--- src/rtl/instr_encoder_pkg.sv ---
// Shared encoding tables for instr_encoder: RV32I opcodes, funct7 variants,
// instruction formats and the control-ROM operation index map.
package instr_encoder_pkg;

  typedef enum logic [2:0] {
    FmtR, FmtI, FmtShift, FmtS, FmtB, FmtU, FmtJ, FmtNone
  } fmt_e;

  typedef enum logic [1:0] {StIdle, StRun, StDone} state_e;

  localparam logic [6:0] OpcOp     = 7'b0110011;
  localparam logic [6:0] OpcOpImm  = 7'b0010011;
  localparam logic [6:0] OpcLoad   = 7'b0000011;
  localparam logic [6:0] OpcStore  = 7'b0100011;
  localparam logic [6:0] OpcBranch = 7'b1100011;
  localparam logic [6:0] OpcLui    = 7'b0110111;
  localparam logic [6:0] OpcAuipc  = 7'b0010111;
  localparam logic [6:0] OpcJal    = 7'b1101111;
  localparam logic [6:0] OpcJalr   = 7'b1100111;

  localparam logic [6:0] Funct7Base = 7'b0000000;
  localparam logic [6:0] Funct7Alt  = 7'b0100000;

  // Control-ROM indices; anything above OpJalr is undefined.
  localparam logic [5:0] OpAdd  = 6'd0,  OpSub  = 6'd1,  OpSll  = 6'd2,  OpSlt   = 6'd3;
  localparam logic [5:0] OpSltu = 6'd4,  OpXor  = 6'd5,  OpSrl  = 6'd6,  OpSra   = 6'd7;
  localparam logic [5:0] OpOr   = 6'd8,  OpAnd  = 6'd9,  OpAddi = 6'd10, OpSlti  = 6'd11;
  localparam logic [5:0] OpSltiu = 6'd12, OpXori = 6'd13, OpOri = 6'd14, OpAndi = 6'd15;
  localparam logic [5:0] OpSlli = 6'd16, OpSrli = 6'd17, OpSrai = 6'd18, OpLb    = 6'd19;
  localparam logic [5:0] OpLh   = 6'd20, OpLw   = 6'd21, OpLbu  = 6'd22, OpLhu   = 6'd23;
  localparam logic [5:0] OpSb   = 6'd24, OpSh   = 6'd25, OpSw   = 6'd26, OpBeq   = 6'd27;
  localparam logic [5:0] OpBne  = 6'd28, OpBlt  = 6'd29, OpBge  = 6'd30, OpBltu  = 6'd31;
  localparam logic [5:0] OpBgeu = 6'd32, OpLui  = 6'd33, OpAuipc = 6'd34, OpJal  = 6'd35;
  localparam logic [5:0] OpJalr = 6'd36;

  typedef struct packed {
    fmt_e       fmt;
    logic [6:0] opcode;
    logic [2:0] funct3;
    logic [6:0] funct7;
  } op_info_t;

  function automatic op_info_t op_decode(input logic [5:0] op);
    op_info_t info;
    info = '{fmt: FmtNone, opcode: 7'd0, funct3: 3'd0, funct7: Funct7Base};
    case (op)
      OpAdd:   info = '{FmtR, OpcOp, 3'b000, Funct7Base};
      OpSub:   info = '{FmtR, OpcOp, 3'b000, Funct7Alt};
      OpSll:   info = '{FmtR, OpcOp, 3'b001, Funct7Base};
      OpSlt:   info = '{FmtR, OpcOp, 3'b010, Funct7Base};
      OpSltu:  info = '{FmtR, OpcOp, 3'b011, Funct7Base};
      OpXor:   info = '{FmtR, OpcOp, 3'b100, Funct7Base};
      OpSrl:   info = '{FmtR, OpcOp, 3'b101, Funct7Base};
      OpSra:   info = '{FmtR, OpcOp, 3'b101, Funct7Alt};
      OpOr:    info = '{FmtR, OpcOp, 3'b110, Funct7Base};
      OpAnd:   info = '{FmtR, OpcOp, 3'b111, Funct7Base};
      OpAddi:  info = '{FmtI, OpcOpImm, 3'b000, Funct7Base};
      OpSlti:  info = '{FmtI, OpcOpImm, 3'b010, Funct7Base};
      OpSltiu: info = '{FmtI, OpcOpImm, 3'b011, Funct7Base};
      OpXori:  info = '{FmtI, OpcOpImm, 3'b100, Funct7Base};
      OpOri:   info = '{FmtI, OpcOpImm, 3'b110, Funct7Base};
      OpAndi:  info = '{FmtI, OpcOpImm, 3'b111, Funct7Base};
      OpSlli:  info = '{FmtShift, OpcOpImm, 3'b001, Funct7Base};
      OpSrli:  info = '{FmtShift, OpcOpImm, 3'b101, Funct7Base};
      OpSrai:  info = '{FmtShift, OpcOpImm, 3'b101, Funct7Alt};
      OpLb:    info = '{FmtI, OpcLoad, 3'b000, Funct7Base};
      OpLh:    info = '{FmtI, OpcLoad, 3'b001, Funct7Base};
      OpLw:    info = '{FmtI, OpcLoad, 3'b010, Funct7Base};
      OpLbu:   info = '{FmtI, OpcLoad, 3'b100, Funct7Base};
      OpLhu:   info = '{FmtI, OpcLoad, 3'b101, Funct7Base};
      OpSb:    info = '{FmtS, OpcStore, 3'b000, Funct7Base};
      OpSh:    info = '{FmtS, OpcStore, 3'b001, Funct7Base};
      OpSw:    info = '{FmtS, OpcStore, 3'b010, Funct7Base};
      OpBeq:   info = '{FmtB, OpcBranch, 3'b000, Funct7Base};
      OpBne:   info = '{FmtB, OpcBranch, 3'b001, Funct7Base};
      OpBlt:   info = '{FmtB, OpcBranch, 3'b100, Funct7Base};
      OpBge:   info = '{FmtB, OpcBranch, 3'b101, Funct7Base};
      OpBltu:  info = '{FmtB, OpcBranch, 3'b110, Funct7Base};
      OpBgeu:  info = '{FmtB, OpcBranch, 3'b111, Funct7Base};
      OpLui:   info = '{FmtU, OpcLui, 3'b000, Funct7Base};
      OpAuipc: info = '{FmtU, OpcAuipc, 3'b000, Funct7Base};
      OpJal:   info = '{FmtJ, OpcJal, 3'b000, Funct7Base};
      OpJalr:  info = '{FmtI, OpcJalr, 3'b000, Funct7Base};
      default: ;
    endcase
    return info;
  endfunction

endpackage

--- src/rtl/instr_pack.sv ---
// Combinational fields-to-word packer for RV32I formats.
// ENC_IMM_RANGE_CHECK_EN enables immediate range checking (imm_ok_o).
module instr_pack
  import instr_encoder_pkg::*;
(
  input  logic [5:0]  op_i,
  input  logic [4:0]  rd_i,
  input  logic [4:0]  rs1_i,
  input  logic [4:0]  rs2_i,
  input  logic [31:0] imm_i,
  output logic [31:0] word_o,
  output logic        op_ok_o,
  output logic        imm_ok_o
);

  op_info_t info;

  assign info    = op_decode(op_i);
  assign op_ok_o = (info.fmt != FmtNone);

  always_comb begin
    word_o = '0;
    case (info.fmt)
      FmtR:     word_o = {info.funct7, rs2_i, rs1_i, info.funct3, rd_i, info.opcode};
      FmtI:     word_o = {imm_i[11:0], rs1_i, info.funct3, rd_i, info.opcode};
      FmtShift: word_o = {info.funct7, imm_i[4:0], rs1_i, info.funct3, rd_i, info.opcode};
      FmtS:     word_o = {imm_i[11:5], rs2_i, rs1_i, info.funct3, imm_i[4:0], info.opcode};
      FmtB:     word_o = {imm_i[12], imm_i[10:5], rs2_i, rs1_i, info.funct3, imm_i[4:1],
                          imm_i[11], info.opcode};
      FmtU:     word_o = {imm_i[31:12], rd_i, info.opcode};
      FmtJ:     word_o = {imm_i[20], imm_i[10:1], imm_i[11], imm_i[19:12], rd_i, info.opcode};
      default:  word_o = '0;
    endcase
  end

`ifdef ENC_IMM_RANGE_CHECK_EN
  // Upper bits must be a pure sign extension of the field; B/J offsets must be even.
  always_comb begin
    imm_ok_o = 1'b1;
    case (info.fmt)
      FmtI, FmtS: imm_ok_o = (&imm_i[31:11]) | ~(|imm_i[31:11]);
      FmtShift:   imm_ok_o = ~(|imm_i[31:5]);
      FmtB:       imm_ok_o = ((&imm_i[31:12]) | ~(|imm_i[31:12])) & ~imm_i[0];
      FmtJ:       imm_ok_o = ((&imm_i[31:20]) | ~(|imm_i[31:20])) & ~imm_i[0];
      FmtU:       imm_ok_o = ~(|imm_i[11:0]);
      default:    imm_ok_o = 1'b1;
    endcase
  end
`else
  assign imm_ok_o = 1'b1;
`endif

endmodule

--- src/rtl/instr_encoder.sv ---
// Streaming RV32I encoder writing one instruction word per cycle into IMEM.
// ENC_IMM_RANGE_CHECK_EN (in instr_pack) drops words with out-of-range immediates.
module instr_encoder
  import instr_encoder_pkg::*;
#(
  parameter int unsigned IMEM_AW   = 14,
  parameter int unsigned BASE_ADDR = 0
) (
  input  logic               clk_i,
  input  logic               rst_ni,
  input  logic               start_i,
  input  logic               in_valid_i,
  output logic               in_ready_o,
  input  logic [5:0]         in_op_i,
  input  logic [4:0]         in_rd_i,
  input  logic [4:0]         in_rs1_i,
  input  logic [4:0]         in_rs2_i,
  input  logic [31:0]        in_imm_i,
  output logic [3:0]         imem_we_o,
  output logic [IMEM_AW-1:0] imem_addr_o,
  output logic [31:0]        imem_din_o,
  output logic [IMEM_AW:0]   count_o,
  output logic               full_o,
  output logic               err_o
);

  localparam logic [IMEM_AW-1:0] BaseAddr = IMEM_AW'(BASE_ADDR);

  state_e             state_q, state_d;
  logic               s1_valid_q;
  logic [5:0]         s1_op_q;
  logic [4:0]         s1_rd_q, s1_rs1_q, s1_rs2_q;
  logic [31:0]        s1_imm_q;
  logic               we_q;
  logic [31:0]        din_q;
  logic [IMEM_AW-1:0] ptr_q;
  logic [IMEM_AW:0]   count_q;
  logic               err_q;

  logic               accept, s1_wr, op_ok, imm_ok, room_ok;
  logic [31:0]        pack_word;
  logic [IMEM_AW:0]   fill;

  instr_pack u_pack (
    .op_i     (s1_op_q),
    .rd_i     (s1_rd_q),
    .rs1_i    (s1_rs1_q),
    .rs2_i    (s1_rs2_q),
    .imm_i    (s1_imm_q),
    .word_o   (pack_word),
    .op_ok_o  (op_ok),
    .imm_ok_o (imm_ok)
  );

  assign s1_wr  = s1_valid_q & op_ok & imm_ok;
  // Addresses already claimed by words still in the pipe; bit IMEM_AW set means none left.
  assign fill    = {1'b0, ptr_q} + {{IMEM_AW{1'b0}}, we_q} + {{IMEM_AW{1'b0}}, s1_wr};
  assign room_ok = ~fill[IMEM_AW];
  assign accept  = in_valid_i & in_ready_o;

  always_ff @(posedge clk_i or negedge rst_ni) begin
    if (!rst_ni) state_q <= StIdle;
    else         state_q <= state_d;
  end

  always_comb begin
    state_d = state_q;
    if (start_i) begin
      state_d = StRun;
    end else if (state_q == StRun && we_q && (&ptr_q)) begin
      state_d = StDone;
    end
  end

  always_comb begin
    in_ready_o = 1'b0;
    full_o     = 1'b0;
    unique case (state_q)
      StRun:   in_ready_o = room_ok & ~start_i;
      StDone:  full_o = 1'b1;
      default: ;
    endcase
  end

  always_ff @(posedge clk_i or negedge rst_ni) begin
    if (!rst_ni) begin
      s1_valid_q <= 1'b0;
      s1_op_q    <= '0;
      s1_rd_q    <= '0;
      s1_rs1_q   <= '0;
      s1_rs2_q   <= '0;
      s1_imm_q   <= '0;
    end else begin
      s1_valid_q <= accept & ~start_i;
      if (accept) begin
        s1_op_q  <= in_op_i;
        s1_rd_q  <= in_rd_i;
        s1_rs1_q <= in_rs1_i;
        s1_rs2_q <= in_rs2_i;
        s1_imm_q <= in_imm_i;
      end
    end
  end

  always_ff @(posedge clk_i or negedge rst_ni) begin
    if (!rst_ni) begin
      we_q    <= 1'b0;
      din_q   <= '0;
      ptr_q   <= BaseAddr;
      count_q <= '0;
      err_q   <= 1'b0;
    end else if (start_i) begin
      we_q    <= 1'b0;
      ptr_q   <= BaseAddr;
      count_q <= '0;
      err_q   <= 1'b0;
    end else begin
      we_q <= s1_wr;
      if (s1_wr) din_q <= pack_word;
      if (s1_valid_q && !(op_ok && imm_ok)) err_q <= 1'b1;
      if (we_q) begin
        ptr_q   <= ptr_q + 1'b1;
        count_q <= count_q + 1'b1;
      end
    end
  end

  // A start pulse cancels the word currently on the write port.
  assign imem_we_o   = {4{we_q & ~start_i}};
  assign imem_addr_o = ptr_q;
  assign imem_din_o  = din_q;
  assign count_o     = count_q;
  assign err_o       = err_q;

endmodule
--- config.mk ---
export PLATFORM = sky130hd
export DESIGN_NAME = instr_encoder
export DESIGN_NICKNAME = d
export VERILOG_FILES = /design/src/rtl/instr_encoder_pkg.sv /design/src/rtl/instr_pack.sv /design/src/rtl/instr_encoder.sv
export SDC_FILE = /design/constraint.sdc
export NUM_CORES = 1
export LEC_CHECK = 0
export CORE_MARGIN = 2
export CORE_UTILIZATION = 40
export DETAILED_ROUTE_END_ITERATION = 10
export HOLD_SLACK_MARGIN = 0.05
export PLACE_DENSITY_LB_ADDON = 0.15
export SYNTH_ARGS = -nofsm -noshare
export SYNTH_HDL_FRONTEND = slang
export SYNTH_SLANG_ARGS = --single-unit
--- constraint.sdc ---
create_clock -name clk_i -period 3.31 [get_ports clk_i]
set_clock_uncertainty 0.15 [all_clocks]
set_input_delay 0.4965 -clock clk_i [delete_from_list [all_inputs] [get_ports clk_i]]
set_output_delay 0.4965 -clock clk_i [all_outputs]
set_load 0.05 [all_outputs]
==> run summary, run 1 <==
Status -> finished clean
Yosys stat chip area -> 5897 um2
Unique masters post-synth -> 60
Area leader share -> 50.07%
Met2 Track Usage GR -> 30.47%
Pwr dens -> 649.2 nW/um2
CTS max path bufs -> 2
Post-DP HPWL -> 10200 um
Synth Seq Share -> 50.07%
Number of global-route vias before repair -> 4535
Crit Path Category -> reg -> out
Period utilization -> 91.54%
Synthesized Nets -> 595
Mean Syn Cell Area -> 11.02 um2
Sw Ratio -> 34.09%
Leading area contributor after synthesis -> dfrtp_1
Dpl ws -> 0.4100 ns
Final slew viol count -> 0
Total clock sinks -> 118
Crit. End Element -> output pin
Area growth syn-to-layout -> 34.31%
Pleak -> 3.321 nW
Clk pwr share -> 33.5%
Count of library flops with an enable pin -> 0
Die Width -> 125.4 um
Core area -> 14480 um2
GPL Wtd Cong -> 0.8347
GR Layer Usage met1 -> 26.78%
GR peak layer -> met2
Post-Syn Area -> 5897 um2
Initial antenna violation count -> 0
Clock root buffer -> clkbuf_16
Most frequent cells in the layout -> dfrtp_1 (118), clkdlybuf4s50_1 (118), nor2_1 (71)
Peak fanout along the critical path -> 2
Ys cells -> 535
Placed cells -> 819
Clk pin slew, worst setup/hold paths -> 0.05 ns
CTS H-tree lvls -> 4
Area after DPL -> 7353 um2
Net Switching -> 0.001753 W
Fin. Hold Viols -> 0
## run 1: flip-flops by register name, summed over array words and instances, names as in the netlist
name	flops
count_o	15
err_o	1
imem_addr_o	14
imem_din_o	31
s1_imm_q	32
s1_op_q	6
s1_rd_q	5
s1_rs1_q	5
s1_rs2_q	5
s1_valid_q	1
state_q	2
we_q	1
## run 1: cell usage after synthesis (2+ instances only)
cell type and count:
or3_1 5, o21ai_0 21, nand2_1 36, ha_1 3
buf_4 4, a21oi_1 27, xnor2_1 8, buf_1 2
a31oi_1 7, nand4_1 11, nor4_1 2, and4_1 3
o211ai_1 4, nor3_1 5, buf_2 12, a22o_1 2
nor2b_1 13, a222oi_1 8, buf_6 5, nand3_1 15
inv_1 9, o221ai_1 2, nand2b_1 4, a221oi_1 17
dfrtp_1 118, mux2_4 49, nor2_1 71, clkbuf_1 15
mux2_2 5, o22a_1 3, xor2_1 16, mux2i_1 5
## run 1: final timing paths
kind | start | endpoint | slack, ns | depth (start not counted)
hold reg to reg | imem_din_o[3] | imem_din_o[3] | 0.33 | 2
hold / removal | imem_din_o[3] | imem_din_o[3] | 0.33 | 2
setup / recovery | s1_op_q[3] | in_ready_o | 0.28 | 8
setup reg to reg | s1_op_q[3] | s1_imm_q[2] | 0.44 | 9
max in group asynchronous | rst_ni | s1_imm_q[13] | 1.78 | 3
min in group asynchronous | rst_ni | imem_addr_o[13] | 0.42 | 2
## run 1: through the flow
step | utilization, % | hold slack [ns] | power, W
after floorplan | - | 0.05091 | 0.002875
after detailed placement | 50.79 | 0.3173 | 0.003441
after global routing | 54.70 | 0.3697 | 0.005383
after CTS | 54.70 | 0.3358 | 0.005187
after global placement | 50.79 | 0.3080 | 0.003423
final | 54.70 | 0.3323 | 0.005142
## run 1: cells by family after synthesis
group                      Yosys count  synth area share, %
DFF                                118                50.07
muxes                               59                14.28
and+or+nand+nor                    179                14.98
AOI/OAI and AO/OA                  104                12.26
adders and majority gates            3               0.6366
buffers and inverters               48                4.201
xor gates and xnor gates            24                3.565
## run 1: power groups by stage
stage	logic (W)	registers (W)	clock network, W
after global placement	0.00156	0.00187	0
after global routing	0.00167	0.00188	0.00183
after detailed placement	0.00157	0.00187	0
after floorplan	0.000579	0.00230	0
final	0.00157	0.00185	0.00172
after CTS	0.00158	0.00185	0.00175
## run 1: routing by layer
| layer | vias up | routed length (um) |
|---|---|---|
| met5 | - | 0 |
| met4 | 0 | 268 |
| met3 | 26 | 975 |
| met2 | 190 | 7016 |
| met1 | 2270 | 6590 |
| li1 | 2165 | - |
## run 1: timing repair
action	in CTS	in global routing
gates resized	0	0
hold buffers	1	0
endpoints found under the setup margin	0	0
endpoints found under the hold margin	29	0
## run 1: layout make-up
class                      count  area [um2]
timing repair buffer         139        1441
multi-input combinational    369        2701
tap                          184       230.2
sequential                   118        2953
clock buffer                  25       485.5
inverter                      10       37.54
fill                        1267        6559
clock inverter                 7       71.32
## run 1: critical path: stages, from the launching register on
cell	delay [ns]
dfrtp_1	0.37
o21ai_0	0.29
o21ai_0	0.20
nor2b_1	0.15
ha_1	0.24
a21oi_1	0.22
nor4_4	0.09
nor2_1	0.23
buf_12	0.18
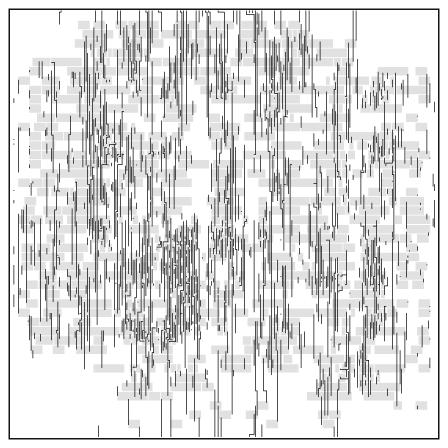
*Metal 2, run 1*
Cells faint in the background.
longest straight run: 53.7 um
wire length on this layer: 7020 um
nets with wire on the layer: 624
share of all routed wire: 47%
main direction: vertical

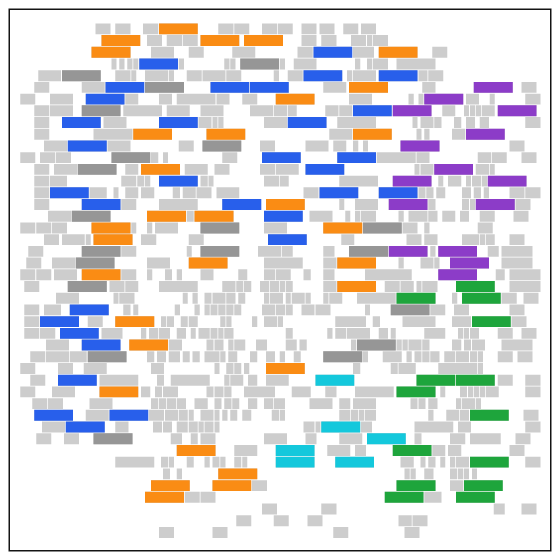
*Sequential cells coloured by netlist name, run 1*
| signal | colour | sequential cells |
|---|---|---|
| imem_addr_o | green | 14 |
| s1_imm_q | blue | 32 |
| count_o | purple | 15 |
| s1_op_q | cyan | 6 |
| imem_din_o | orange | 31 |

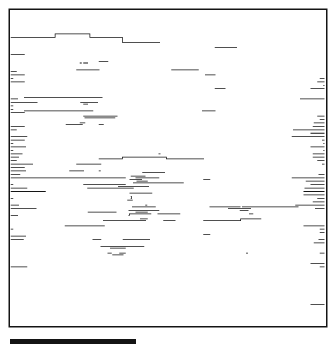
*M3 wires, run 1*
Bar = 50 um.
main direction: horizontal
wire length on this layer: 975 um

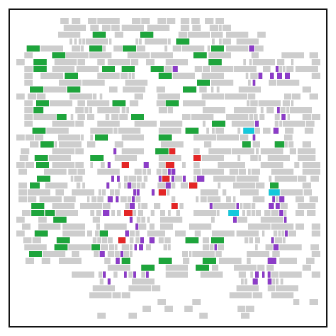
*Logic cells by family, run 1*
| family | colour | cells | most used |
|---|---|---|---|
| non-inverting ao/oa cells | red | 10 | o22a_1 |
| mux cells | green | 59 | mux2_4 |
| nand cells | purple | 69 | nand2_1 |
| fa/ha/maj cells | cyan | 3 | ha_1 |

### Routing congestion, run 1

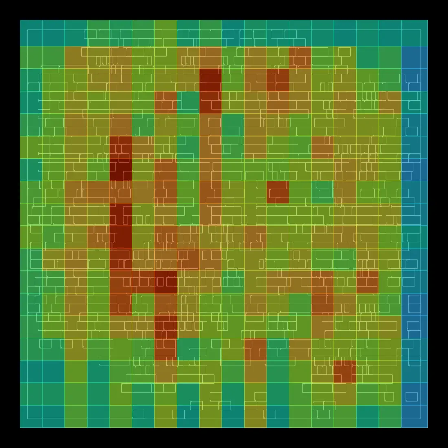

## Run 2: what changed since run 1
- CTS_CLUSTER_SIZE: not set -> 24
- GPL_TIMING_DRIVEN: not set -> 1
- clock period: 3.31 -> 3.5 ns (I/O delays scaled with it)
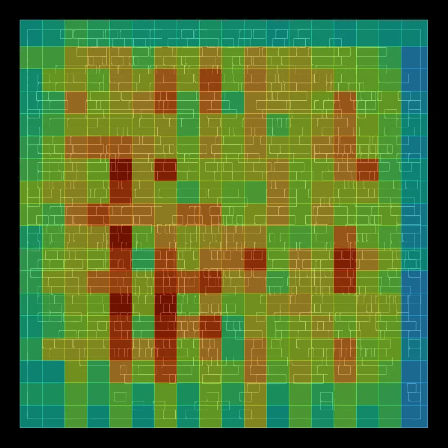
*Routing congestion, run 2*
routed len/inst: 17.09 um
GR peak layer: met2
GRT Total Usage: 19.28%
GR Layer Usage met1: 26.11%

==> run summary, run 2 <==
Met2 WL post-DR -> 6749 um
Peak fanout along the critical path -> 13
Critical-path top delay cell -> dfrtp_1
Synth Seq Share -> 50.07%
Crit. End Element -> output pin
Period utilization -> 89.02%
Met3 Routed Length -> 972 um
Mean Syn Cell Area -> 11.02 um2
Post-Syn Area -> 5897 um2
GPL Wtd Cong -> 0.8767
Crit Path Category -> reg -> out
Worst-Margin Slew -> 0.7382 ns
Top cells by count, synth -> dfrtp_1 (118), nor2_1 (71), mux2_4 (49)
Max stage delay on crit path -> 0.57 ns
Final slew viol count -> 0
# IOs -> 125
Critical Path, Cell by Cell -> o21ai_0, o21ai_0, nor2b_1, ha_1, a21oi_1, nor4_4, nor2_1, buf_12
Largest register FFs -> 32
Number of global-route vias before repair -> 4651
Synthesis Warnings -> 0
Leading area contributor after synthesis -> dfrtp_1
Die Width -> 125.4 um
M1 WL -> 6663 um
PortBufs -> 124
Largest register by flop count -> s1_imm_q
CTS max path bufs -> 2
Unique masters post-synth -> 60
Count leader, synth -> dfrtp_1
Most frequent cells in the layout -> dfrtp_1 (118), clkdlybuf4s50_1 (118), nor2_1 (71)
Area growth syn-to-layout -> 35.71%
Status -> finished clean
Count of library flops with an enable pin -> 0
WHS -> 0.3408 ns
Pwr dens -> 639.9 nW/um2
RSZ-0062 raised after global routing -> no
Yosys stat chip area -> 5897 um2
DR top layer -> met4
Area leader share -> 50.07%
Post-DP HPWL -> 9905 um
Fin. Hold Viols -> 0
Core area -> 14480 um2
CTS H-tree lvls -> 4
Pleak -> 3.375 nW
Post-synth area hogs -> dfrtp_1 (50%), mux2_4 (12%), nor2_1 (4.5%)
Clk pin slew, worst setup/hold paths -> 0.05 ns
Total clock sinks -> 118
Hold path depth -> 1
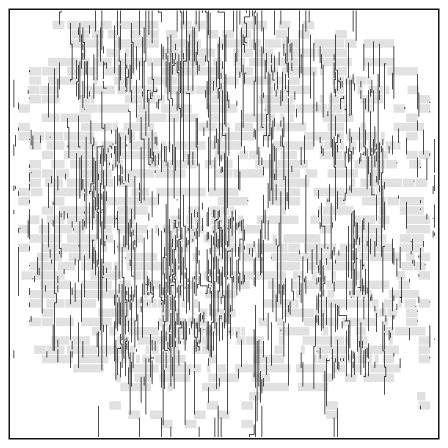
*Metal 2, run 2*
Cells faint in the background.
wire length on this layer: 6750 um
share of all routed wire: 46%
longest straight run: 66.0 um
nets with wire on the layer: 599
main direction: vertical

-- run 2: cell counts after synthesis --
Identical to the previous run, type by type.
-- run 2: cell type report --
class                   instances  area [um2]
fillers                      1280        6476
well taps                     184       230.2
clock inverters                 8       142.6
multi-input cells             369        2701
clock buffers                  24       501.7
repair buffers                140        1436
inverters                      10       37.54
flip-flops and latches        118        2953
-- run 2: cells by family after synthesis --
logic type | after synthesis | synth area share, %
buffers and inverters | 48 | 4.201
DFF | 118 | 50.07
AOI/OAI and AO/OA | 104 | 12.26
and+or+nand+nor | 179 | 14.98
muxes | 59 | 14.28
adders and majority gates | 3 | 0.6366
xor gates and xnor gates | 24 | 3.565
-- run 2: critical path: cells and delay by family, from the launching register on --
kind / cells / cell delay (ns)
fa+ha+maj: 1 / 0.28
simple gates: 3 / 0.40
compound gates: 3 / 0.61
flops: 1 / 0.57
buf+inv: 1 / 0.18
-- run 2: metal layers --
metal,global-route usage [%],vias up
met3,5.006,23
met2,29.92,190
met4,7.320,0
li1,-,2169
met1,26.11,2193
met5,0,-
-- run 2: per-stage QoR --
step | std cells | total power, W | util [%] | setup WS, ns | instance area [um2]
3_5_place_dp | 820 | 0.003255 | 50.75 | 0.7251 | 7348
4_1_cts | 853 | 0.005158 | 55.27 | 0.3505 | 8003
3_3_place_gp | 820 | 0.003243 | 50.75 | 0.8244 | 7348
5_1_grt | 853 | 0.005332 | 55.27 | 0.1721 | 8003
6_report | 853 | 0.005121 | 55.27 | 0.3845 | 8003
2_1_floorplan | 535 | 0.002719 | - | 0.5737 | 5897
-- run 2: report_power, final --
| part | internal [W] | leakage [nW] | switching (W) |
|---|---|---|---|
| Clock | 0.00128 | 0.316 | 0.000599 |
| Sequential | 0.00159 | 1.46 | 0.000170 |
| Combinational | 0.000587 | 1.60 | 0.000895 |
-- run 2: final timing paths --
kind	from	endpoint	slack, ns
setup reg to reg	s1_op_q[5]	s1_imm_q[2]	0.69
max in group asynchronous	rst_ni	s1_imm_q[25]	1.86
min in group asynchronous	rst_ni	imem_addr_o[13]	0.54
hold / removal	imem_din_o[1]	imem_din_o[1]	0.34
setup / recovery	s1_op_q[5]	in_ready_o	0.38
hold reg to reg	imem_din_o[1]	imem_din_o[1]	0.34
-- run 2: timing repair --
action                    in CTS  in global routing
gates resized                  0                  0
hold buffers                   1                  0
hold endpoints to repair      50                  0
buffers inserted               0                  0
No activity file was given, so power comes from the tool's default toggle rates.
